### src/rtl/instr_mem_arbiter_if.sv
// Bundles the two requester ports and the instruction-memory port of instr_mem_arbiter.
// The slave modport is the arbiter's view; the master modport is the view of whatever drives it.
interface instr_mem_arbiter_if #(
   parameter int WORD_WIDTH = 32
);
   logic                  m0_req_i;
   logic                  m1_req_i;
   logic [WORD_WIDTH-1:0] m0_addr_i;
   logic [WORD_WIDTH-1:0] m1_addr_i;
   logic                  m0_gnt_o;
   logic                  m1_gnt_o;
   logic                  m0_rvalid_o;
   logic                  m1_rvalid_o;
   logic [WORD_WIDTH-1:0] m0_rdata_o;
   logic [WORD_WIDTH-1:0] m1_rdata_o;
   logic                  instr_req_o;
   logic [WORD_WIDTH-1:0] instr_addr_o;
   logic                  instr_gnt_i;
   logic [WORD_WIDTH-1:0] instr_rdata_i;
   logic                  instr_rvalid_i;
   logic [2:0]            outstanding_o;
   logic                  err_o;

   modport slave (
      input  m0_req_i, m1_req_i, m0_addr_i, m1_addr_i,
      input  instr_gnt_i, instr_rdata_i, instr_rvalid_i,
      output m0_gnt_o, m1_gnt_o, m0_rvalid_o, m1_rvalid_o, m0_rdata_o, m1_rdata_o,
      output instr_req_o, instr_addr_o, outstanding_o, err_o
   );

   modport master (
      output m0_req_i, m1_req_i, m0_addr_i, m1_addr_i,
      output instr_gnt_i, instr_rdata_i, instr_rvalid_i,
      input  m0_gnt_o, m1_gnt_o, m0_rvalid_o, m1_rvalid_o, m0_rdata_o, m1_rdata_o,
      input  instr_req_o, instr_addr_o, outstanding_o, err_o
   );
endinterface

### src/rtl/instr_mem_arbiter.sv
// Round-robin, grant-locking arbiter sharing one instruction-memory port between fetch (0)
// and loader/debug (1); a 1-bit requester-ID FIFO steers each rvalid back to its issuer.
module instr_mem_arbiter #(
   parameter int WORD_WIDTH      = 32,
   parameter int MAX_OUTSTANDING = 2
) (
   input  logic                clk,
   input  logic                rst_n,
   instr_mem_arbiter_if.slave  bus
);
   localparam int             PW       = (MAX_OUTSTANDING > 1) ? $clog2(MAX_OUTSTANDING) : 1;
   localparam logic [2:0]     MAX_CNT  = 3'(MAX_OUTSTANDING);
   localparam logic [PW-1:0]  LAST_PTR = PW'(MAX_OUTSTANDING - 1);

   logic                       lock_q, lock_d;
   logic                       lock_id_q, lock_id_d;
   logic                       last_q, last_d;
   logic                       err_q, err_d;
   logic [MAX_OUTSTANDING-1:0] fifo_q, fifo_d;
   logic [PW-1:0]              wr_ptr_q, wr_ptr_d;
   logic [PW-1:0]              rd_ptr_q, rd_ptr_d;
   logic [2:0]                 count_q, count_d;

   logic full_s, empty_s, sel_s, req_sel_s, instr_req_s, push_s, pop_s, head_s;

   function automatic logic [PW-1:0] ptr_inc(input logic [PW-1:0] p);
      return (p == LAST_PTR) ? {PW{1'b0}} : p + PW'(1);
   endfunction

   assign full_s  = (count_q == MAX_CNT);
   assign empty_s = (count_q == 3'd0);
   assign head_s  = fifo_q[rd_ptr_q];

   // A locked owner keeps the port until granted; otherwise a tie goes to the port not served last.
   always_comb begin
      sel_s = 1'b0;
      if (lock_q) begin
         sel_s = lock_id_q;
      end else if (bus.m0_req_i && bus.m1_req_i) begin
         sel_s = ~last_q;
      end else if (bus.m1_req_i) begin
         sel_s = 1'b1;
      end else begin
         sel_s = 1'b0;
      end
   end

   assign req_sel_s   = sel_s ? bus.m1_req_i : bus.m0_req_i;
   assign instr_req_s = req_sel_s & ~full_s & rst_n;
   assign push_s      = instr_req_s & bus.instr_gnt_i;
   assign pop_s       = bus.instr_rvalid_i & ~empty_s & rst_n;

   assign bus.instr_req_o   = instr_req_s;
   assign bus.instr_addr_o  = instr_req_s ? (sel_s ? bus.m1_addr_i : bus.m0_addr_i)
                                          : {WORD_WIDTH{1'b0}};
   assign bus.m0_gnt_o      = push_s & ~sel_s;
   assign bus.m1_gnt_o      = push_s & sel_s;
   assign bus.m0_rvalid_o   = pop_s & ~head_s;
   assign bus.m1_rvalid_o   = pop_s & head_s;
   assign bus.m0_rdata_o    = rst_n ? bus.instr_rdata_i : {WORD_WIDTH{1'b0}};
   assign bus.m1_rdata_o    = rst_n ? bus.instr_rdata_i : {WORD_WIDTH{1'b0}};
   assign bus.outstanding_o = count_q;
   assign bus.err_o         = err_q;

   // Next-state: lock follows an ungranted request (drops if the owner withdraws), FIFO push/pop.
   always_comb begin
      lock_d    = instr_req_s & ~bus.instr_gnt_i;
      lock_id_d = instr_req_s ? sel_s : lock_id_q;
      last_d    = last_q;
      fifo_d    = fifo_q;
      wr_ptr_d  = wr_ptr_q;
      rd_ptr_d  = rd_ptr_q;
      err_d     = err_q;
      if (push_s) begin
         fifo_d[wr_ptr_q] = sel_s;
         wr_ptr_d         = ptr_inc(wr_ptr_q);
         last_d           = sel_s;
      end else begin
         wr_ptr_d = wr_ptr_q;
      end
      if (pop_s) begin
         rd_ptr_d = ptr_inc(rd_ptr_q);
      end else if (bus.instr_rvalid_i && rst_n) begin
         err_d = 1'b1;
      end else begin
         rd_ptr_d = rd_ptr_q;
      end
      case ({push_s, pop_s})
         2'b10:   count_d = count_q + 3'd1;
         2'b01:   count_d = count_q - 3'd1;
         default: count_d = count_q;
      endcase
   end

   // State registers.
   always_ff @(posedge clk or negedge rst_n) begin
      if (!rst_n) begin
         lock_q    <= 1'b0;
         lock_id_q <= 1'b0;
         last_q    <= 1'b1;
         err_q     <= 1'b0;
         fifo_q    <= {MAX_OUTSTANDING{1'b0}};
         wr_ptr_q  <= {PW{1'b0}};
         rd_ptr_q  <= {PW{1'b0}};
         count_q   <= 3'd0;
      end else begin
         lock_q    <= lock_d;
         lock_id_q <= lock_id_d;
         last_q    <= last_d;
         err_q     <= err_d;
         fifo_q    <= fifo_d;
         wr_ptr_q  <= wr_ptr_d;
         rd_ptr_q  <= rd_ptr_d;
         count_q   <= count_d;
      end
   end
endmodule
### src/flat_wrapper.sv
// flat-port wrapper written by rule: the top's interface ports become plain ports
module instr_mem_arbiter_flat 
#(
   parameter int WORD_WIDTH      = 32,
   parameter int MAX_OUTSTANDING = 2
)
  (clk, rst_n, bus_m0_req_i, bus_m1_req_i, bus_m0_addr_i, bus_m1_addr_i, bus_instr_gnt_i, bus_instr_rdata_i, bus_instr_rvalid_i, bus_m0_gnt_o, bus_m1_gnt_o, bus_m0_rvalid_o, bus_m1_rvalid_o, bus_m0_rdata_o, bus_m1_rdata_o, bus_instr_req_o, bus_instr_addr_o, bus_outstanding_o, bus_err_o);
  instr_mem_arbiter_if #(.WORD_WIDTH(WORD_WIDTH)) bus_i ();
  input  logic clk;
  input  logic rst_n;
  input wire logic [$bits(bus_i.m0_req_i)-1:0] bus_m0_req_i;
  input wire logic [$bits(bus_i.m1_req_i)-1:0] bus_m1_req_i;
  input wire logic [$bits(bus_i.m0_addr_i)-1:0] bus_m0_addr_i;
  input wire logic [$bits(bus_i.m1_addr_i)-1:0] bus_m1_addr_i;
  input wire logic [$bits(bus_i.instr_gnt_i)-1:0] bus_instr_gnt_i;
  input wire logic [$bits(bus_i.instr_rdata_i)-1:0] bus_instr_rdata_i;
  input wire logic [$bits(bus_i.instr_rvalid_i)-1:0] bus_instr_rvalid_i;
  output wire logic [$bits(bus_i.m0_gnt_o)-1:0] bus_m0_gnt_o;
  output wire logic [$bits(bus_i.m1_gnt_o)-1:0] bus_m1_gnt_o;
  output wire logic [$bits(bus_i.m0_rvalid_o)-1:0] bus_m0_rvalid_o;
  output wire logic [$bits(bus_i.m1_rvalid_o)-1:0] bus_m1_rvalid_o;
  output wire logic [$bits(bus_i.m0_rdata_o)-1:0] bus_m0_rdata_o;
  output wire logic [$bits(bus_i.m1_rdata_o)-1:0] bus_m1_rdata_o;
  output wire logic [$bits(bus_i.instr_req_o)-1:0] bus_instr_req_o;
  output wire logic [$bits(bus_i.instr_addr_o)-1:0] bus_instr_addr_o;
  output wire logic [$bits(bus_i.outstanding_o)-1:0] bus_outstanding_o;
  output wire logic [$bits(bus_i.err_o)-1:0] bus_err_o;
  assign bus_i.m0_req_i = bus_m0_req_i;
  assign bus_i.m1_req_i = bus_m1_req_i;
  assign bus_i.m0_addr_i = bus_m0_addr_i;
  assign bus_i.m1_addr_i = bus_m1_addr_i;
  assign bus_i.instr_gnt_i = bus_instr_gnt_i;
  assign bus_i.instr_rdata_i = bus_instr_rdata_i;
  assign bus_i.instr_rvalid_i = bus_instr_rvalid_i;
  assign bus_m0_gnt_o = bus_i.m0_gnt_o;
  assign bus_m1_gnt_o = bus_i.m1_gnt_o;
  assign bus_m0_rvalid_o = bus_i.m0_rvalid_o;
  assign bus_m1_rvalid_o = bus_i.m1_rvalid_o;
  assign bus_m0_rdata_o = bus_i.m0_rdata_o;
  assign bus_m1_rdata_o = bus_i.m1_rdata_o;
  assign bus_instr_req_o = bus_i.instr_req_o;
  assign bus_instr_addr_o = bus_i.instr_addr_o;
  assign bus_outstanding_o = bus_i.outstanding_o;
  assign bus_err_o = bus_i.err_o;
  instr_mem_arbiter #(.WORD_WIDTH(WORD_WIDTH), .MAX_OUTSTANDING(MAX_OUTSTANDING)) u_core (.clk(clk), .rst_n(rst_n), .bus(bus_i));
endmodule
### config.mk
export PLATFORM = sky130hd
export DESIGN_NAME = instr_mem_arbiter_flat
export DESIGN_NICKNAME = d
export VERILOG_FILES = /design/src/rtl/instr_mem_arbiter_if.sv /design/src/rtl/instr_mem_arbiter.sv /design/src/flat_wrapper.sv
export SDC_FILE = /design/constraint.sdc
export NUM_CORES = 1
export LEC_CHECK = 0
export CORE_AREA = 3 3 78 80
export DETAILED_ROUTE_END_ITERATION = 10
export DIE_AREA = 0 0 81 83
export DONT_BUFFER_PORTS = 1
export PLACE_DENSITY = 0.39
export RECOVER_POWER = 25
export SLEW_MARGIN = 10
export SYNTH_ARGS = -nofsm -noshare
export SYNTH_HDL_FRONTEND = slang
export SYNTH_SLANG_ARGS = --single-unit
### constraint.sdc
create_clock -name clk -period 2.2 [get_ports clk]
set_clock_uncertainty 0.15 [all_clocks]
set_input_delay 0.66 -clock clk [delete_from_list [all_inputs] [get_ports clk]]
set_output_delay 0.66 -clock clk [all_outputs]
set_load 0.005 [all_outputs]
Cells colored by class:
(4 px per µm) Fill, decap, tap and diode cells in gray.
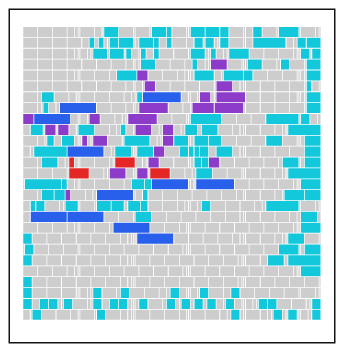
| class | color | cells | share of their area |
|---|---|---|---|
| combinational and other logic | cyan | 140 | 68% |
| remaining buffers and delay cells | purple | 25 | 14% |
| clock drivers and dummy loads | red | 4 | 2.5% |
| sequential cells | blue | 11 | 15% |
flop share of the area: 0.145
Row Count: 27
Final Cell Area: 1910 µm²
area of the core: 5470 µm²

Track usage over the die:
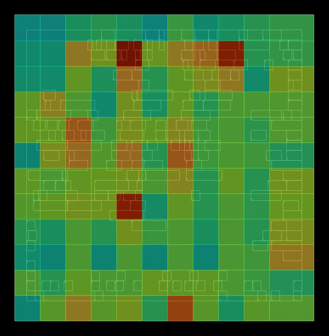
met1 Use GR: 0.122
Total GRT Usage: 0.117
fin util: 0.349
most used routing layer: met2
met2 Resource Use GR: 0.220

M3 wires:
(6 px per µm)
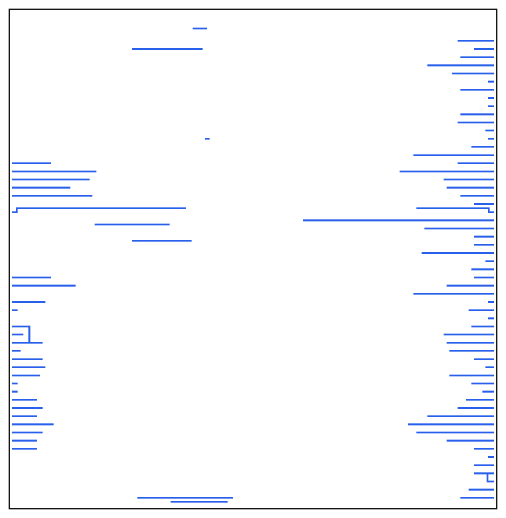
share of all routed wire: 13%
longest straight run: 31.5 µm
GR Layer Usage met3: 0.0445
vias post-DR: 1,277

registers in the layout (all words and copies together), names as in the netlist:
register	count
u_core.fifo_q	2
u_core.bus.outstanding_o	3
u_core.bus.err_o	1
u_core.wr_ptr_q	1
u_core.lock_q	1
u_core.lock_id_q	1
u_core.last_q	1
u_core.rd_ptr_q	1
per-layer routing:
metal	vias up	GRT usage	wire, µm
met5	-	0	0
met4	0	0.0215	27
met3	4	0.0445	568
met2	94	0.220	2410
met1	598	0.122	1540
li1	581	-	-
power groups by stage:
stage | Sequential (W) | Clock [W] | Combinational (W)
finish | 0.000393 | 0.000203 | 0.00116
floorplan | 0.000400 | 0 | 0.000853
global placement | 0.000389 | 0 | 0.000987
global route | 0.000405 | 0.000225 | 0.00126
detailed placement | 0.000393 | 0 | 0.00101
CTS | 0.000389 | 0.000209 | 0.00114
==> CHANGELOG.md <==
### Implementation results

- Post-synth ARST share: 1.00
- Setup violators final: 36
- Nets: 285
- Max Cap Viol: 0
- Final min period: 2.44 ns
- Number of non-clock inverters in the layout: 6
- Sw Ratio: 0.402
- Register share after synthesis: 0.180
- Aoi share: 0.0594
- Most frequent cells in the layout: and2_1, mux2i_1, nor2_1, buf_4, nor2_2
- CP arrival: 1.63 ns
- Tool Warnings: 29
- Crit path launch: u_core.lock_q
- TritonCTS Buffers: 3
- Root Driver: clkbuf_8
- Placed cells: 237
- Hold-fix buffers, CTS: 1
- Internal: 0.00105 W
- Yosys stat area: 1540 µm²
- Iter 0 DRT Violations: 22
- Post-synthesis cell count: 194
- Die Wd: 81 µm
- Relative slew slack: 0.675
- Reg-to-reg slack, setup: -0.03 ns
- ANT cells: 0
- Crit path launch type: register
- Vias in the first global route: 1,318
- Total Power: 0.00175 W
- Mi-comb count: 134
- Gpl congestion: 0.647
- Area after DPL: 1680 µm²
- Initial Util: 0.281
- Worst stage delay on the critical path: 0.44 ns
- Hold Violations, Final: 0
- Comb pwr share: 0.660
- Mapped Avg Cell Area: 7.92 µm²
- Delay-heaviest family, CP: flip-flops
- Crit. End Element: output pin
- WHS: 0.113 ns
- Maximum root-to-sink buffer count: 2
- CTS Sinks: 11
- Cell type taking the most area: combinational gates
- Flop pwr share: 0.224
- Top post-synthesis cells by count: nor2_1, buf_4, and2_1, mux2i_1, dfrtp_1
- Slowest cell on crit path: dfrtp_2
- Clock transition at path regs: 0.05 ns
- Worst Setup EP: bus_instr_addr_o[3]
- Post-route ant nets: 0
- Via density: 5.07
- Layout cells sized above 1: 0.456
- Final setup margin: -0.240 ns
- Global route overflow: 0
- Cts repair resizes: 5
- Clock buf count: 4
- Initial antenna violation count: 0
- Detailed placer's ending HPWL: 3.53 mm
- Yosys xor share: 0.0285
- Comb area share: 0.639
- Commonest Layout Cell: and2_1
- EDFF count, synth: 0
- Main flop type: dfrtp_1
- Leak Pwr: 0.781 nW
- Post-synthesis cell area: 1540 µm²
- Crit Reg-Reg Startpoint: u_core.lock_q
- Dpl ws: -0.0969 ns
- Adder-cell share of the synthesized area: 0.0212
- Slew Limit Fails: 0
- Area leader share: 0.215
- Main logic family after synthesis: simple AND/OR/NAND/NOR gates
- Post-Layout Cell Count: 252
- Die ar.: 6720 µm²
- Fmax: 0.410 GHz
- Status: finished, violations left
- Post-synth net total: 298
- H-tree depth: 1
- Tightest Hold Check Type: input port to async pin
- Number of cells in Yosys stat: 194
- Final wirelength: 4.54 mm
- Flop area: 278 µm²
- Fillcell total: 570
- IO Pins: 207
- MI comb area: 1220 µm²
- Global-route wire length before repair: 6.54 mm
- Pre-antenna DRT Iters: 2
- Die H: 83 µm
- Clock Network Area Fraction: 0.0236
- Distinct lib cells used: 32
- Pin count of the biggest net entering global routing: 41
- Clk pwr share: 0.116
- Max IR drop VDD: 0.000463 V
- Tap Count: 72
- PwrDens: 918 nW/µm²
- Crit Path Class: register to output pin
- Final-layout non-clock buffer area share: 0.134
- WP data required: 1.39 ns
- Worst r2r dst: u_core.bus.outstanding_o[2]
- Drt drc: 0
- Violated checks: setup timing
- Nonclk buf count: 25
- Highest net fanout along the worst path: 12
- Avg WL per Cell: 18.0 µm
- Critical-path cell list: and2_4 -> a31oi_4 -> buf_12 -> mux2i_2 -> nor2_4
- Setup tns final: -6.67 ns
- Multiplexer share: 0.222
- Post-CTS setup buffer count: 7
- Seq cells post-synth: 11
- Crit. path cell count: 5
- Port Buffer Count: 0
- Area growth from synthesis to layout: 24.4%
- FF+latch count: 11
- Reg2reg path depth: 10
- Cell taking the most area after synthesis: mux2i_1
- Worst skew pair latency: 0.24 ns
- RSZ-0062 raised after global routing: true
- CTS tree: done
- Synth top cell by count: nor2_1
- Slew of the pin with the lowest slew margin: 0.486 ns
Power figures rest on the tool's default switching activity, not on a simulated workload.
